--- config.mk ---
export PLATFORM = sky130hd
export DESIGN_NAME = datreg
export DESIGN_NICKNAME = d
export VERILOG_FILES = /design/src/rtl/datreg_pkg.sv /design/src/rtl/datreg_parity_gen.sv /design/src/rtl/datreg.sv
export SDC_FILE = /design/constraint.sdc
export NUM_CORES = 1
export LEC_CHECK = 0
export ABC_AREA = 1
export CORE_AREA = 2 2 39 41
export CTS_CLUSTER_SIZE = 10
export DETAILED_ROUTE_END_ITERATION = 10
export DIE_AREA = 0 0 41 43
export GPL_TIMING_DRIVEN = 0
export PLACE_DENSITY_LB_ADDON = 0.25
export SETUP_SLACK_MARGIN = 0.4
export SLEW_MARGIN = 10
export SYNTH_ARGS = -nofsm -noshare
export SYNTH_HDL_FRONTEND = slang
export SYNTH_SLANG_ARGS = --single-unit
--- constraint.sdc ---
create_clock -name i_Pclk -period 1 [get_ports i_Pclk]
set_clock_uncertainty 0.05 [all_clocks]
set_input_delay 0.15 -clock i_Pclk [delete_from_list [all_inputs] [get_ports i_Pclk]]
set_output_delay 0.15 -clock i_Pclk [all_outputs]
set_load 0.02 [all_outputs]
--- src/rtl/datreg_pkg.sv ---
// Shared USRT constants used by the receive data register.
// Holds the default data-path width and the reset value of the captured byte.
// No ports; imported with import datreg_pkg::*.
`timescale 1ns/1ps
package datreg_pkg;

  // Default width of the USRT data path.
  localparam int DATREG_DATA_WIDTH = 8;

  // Reset value of the captured data register.
  // It is kept wide so that any DATA_WIDTH up to 64 can slice it.
  localparam logic [63:0] DATREG_DATA_RST = '0;

endpackage

--- src/rtl/datreg_parity_gen.sv ---
// parity_gen: even-parity reducer (XOR of all input bits), purely combinational.
// Latency: 0 cycles. Backpressure: none.
// Ports: i_Data [WIDTH] in, o_Parity out. Compiled only with DATREG_PARITY_EN.
`timescale 1ns/1ps
`ifdef DATREG_PARITY_EN
module parity_gen #(
  parameter int WIDTH = 8
) (
  input  logic [WIDTH-1:0] i_Data,
  output logic             o_Parity
);

  assign o_Parity = ^i_Data;

endmodule
`endif

--- src/rtl/datreg.sv ---
// datreg: USRT receive data register; captures i_Data on i_Enable and pulses o_Enable.
// Latency: 1 cycle from enabled edge to o_Data/o_Enable. All outputs come straight from flops.
// Backpressure: none; every enabled edge overwrites o_Data, and the consumer takes it while o_Enable is high.
// Ports: i_Pclk clock, i_Reset async active-high, i_Enable strobe, i_Data byte in,
//        o_Data held byte, o_Enable valid pulse, o_Parity even parity (only with DATREG_PARITY_EN).
`timescale 1ns/1ps
module datreg
  import datreg_pkg::*;
#(
  parameter int DATA_WIDTH = DATREG_DATA_WIDTH
) (
  input  logic                  i_Pclk,
  input  logic                  i_Reset,
  input  logic                  i_Enable,
  input  logic [DATA_WIDTH-1:0] i_Data,
  output logic [DATA_WIDTH-1:0] o_Data,
  output logic                  o_Enable
`ifdef DATREG_PARITY_EN
  ,
  output logic                  o_Parity
`endif
);

  logic [DATA_WIDTH-1:0] r_data;
  logic                  r_enable;

  // The data register only loads on a strobe. Outside reset it is never
  // cleared, so the last byte stays visible between strobes.
  always_ff @(posedge i_Pclk or posedge i_Reset) begin
    if (i_Reset) begin
      r_data <= DATREG_DATA_RST[DATA_WIDTH-1:0];
    end else if (i_Enable) begin
      r_data <= i_Data;
    end
  end

  // The valid flag follows the strobe with a one-cycle delay. Consecutive
  // strobes therefore keep it high, for one cycle per captured byte.
  always_ff @(posedge i_Pclk or posedge i_Reset) begin
    if (i_Reset) begin
      r_enable <= 1'b0;
    end else begin
      r_enable <= i_Enable;
    end
  end

  assign o_Data   = r_data;
  assign o_Enable = r_enable;

`ifdef DATREG_PARITY_EN
  logic w_parity;
  logic r_parity;

  // Parity is computed on the incoming byte and registered alongside it,
  // so it never depends combinationally on the inputs.
  parity_gen #(
    .WIDTH (DATA_WIDTH)
  ) u_parity_gen (
    .i_Data   (i_Data),
    .o_Parity (w_parity)
  );

  always_ff @(posedge i_Pclk or posedge i_Reset) begin
    if (i_Reset) begin
      r_parity <= 1'b0;
    end else if (i_Enable) begin
      r_parity <= w_parity;
    end
  end

  assign o_Parity = r_parity;
`endif

endmodule

Routing congestion map:
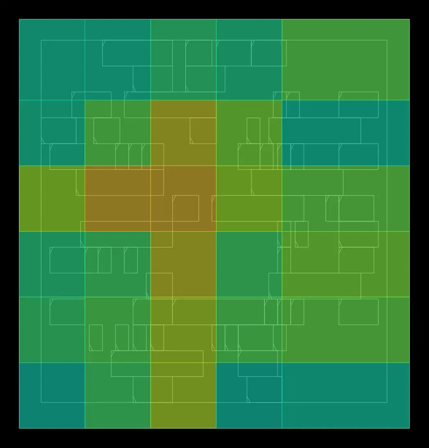
met3 GRT Util: 0.0314
final design utilization: 0.457
GR Util met2: 0.150
routed len/inst: 9.31 um

Placement density heat map:
Drawn at 8 px/um. The die is cut into 8 by 9 equal tiles; black is low, pale yellow is high, 0 to 100% covered.
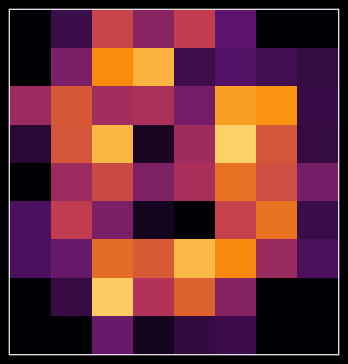
fullest tile: 90%
emptiest ninth of the die: bottom right
mean over tiles: 35%
tiles over 75% full: 9.7%
nearly empty tiles: 18%

==> impl_metrics.ini <==
; synthesis and place-and-route metrics
[logic_synthesis]
ys_sh_simple = 0.270
ys_seq_share = 0.674
synthArstFlopShare = 1.00
top_area_frac = 0.674
ys_sh_xor = 0
top_cell = nand2_1
yosys_cells = 36
synth_cell_types = 5
ff_type = dfrtp_1
synth_warnings = 0
mux_share = 0
yosys_area_sq_um = 334
enable_flop_cells = 0
top_cells_by_count = nand2_1, dfrtp_1, buf_6, inv_1, inv_2

[floorplanning]
tap_cells = 16
rows = 14
die_x_um = 41

[pwr]
powerDensity_mw_per_mm2 = 1430
p_leak_nw = 0.314
power_mw = 0.905

[critical_path]
cp_slowest_cell = dfrtp_2
crit_path_end_kind = primary output
critical_path.top_delay_family = flip-flops
cp_slowest_stage_delay_ns = 0.41
worst-path-buf-inv = 1
arrival_ns = 0.79
path_class = flop to primary output
required_ns = 0.80
crit_end = o_Data[0]
crit_start = o_Data[0]

[final_layout]
diodes = 0
nets = 74
nClkBuffers = 4
dominant_cells = buffers
layout-drive-gt1-share = 0.419
nNonClkBuffers = 23
areaGrowthSynthToFinish_pct = 89.1
comb_area_sq_um = 92.6

[global_route]
grt_overflow_total = 0
grt.total_usage = 0.103
grt_max_degree = 10
grt_pass1_wl_mm = 1.19

[clock_network]
holdBufCountCts = 0
cts_buffers = 3
clk_pin_slew_worst_paths_ns = 0.06
clockRootBuffer = clkbuf_4
tritoncts = done

[sta]
setup_violations = 0
totalNegativeSetupSlack_ns = 0
worst_slew_pin_slew_ns = 0.348
period_used_share = 0.989
layout_setup_ws_ns = 0.0106

[place]
place_congestion = 0.580
place_area_sq_um = 554
dp_hpwl_um = 510
dp_slack_ns = -0.155

[min_path]
worstHoldPathType = input port to flop
holdPathStages = 1

[detailed_routing]
topRoutingLayerUsed = met3

[outcome]
outcome = finished clean
[where the power goes]
part	internal [mW]	leakage (nW)	total (mW)	switching (mW)
combinational	0.122	0.199	0.214	0.0923
clock	0.153	0.0150	0.270	0.117
sequential	0.400	0.100	0.421	0.0206
[cell usage in the layout (no fill, tap or decap)]
master,netlist,final
clkdlybuf4s15_1,0,1
dfrtp_1,9,1
clkdlybuf4s50_1,0,9
dfrtp_2,0,8
buf_4,0,2
inv_1,1,1
buf_12,0,1
nand2_2,0,1
clkbuf_1,0,1
nand2_1,24,23
clkbuf_4,0,3
buf_6,1,10
inv_4,0,1
[state kept, by name, indices dropped and copies added, names as in the netlist]
signal and flops:
o_Data 8, o_Enable 1
[worst reg2reg max path: stages, from the launching register on]
cell and delay, ns:
dfrtp_2 0.40, buf_4 0.13, nand2_2 0.04, nand2_1 0.04
Power and IR drop assume default switching activity.
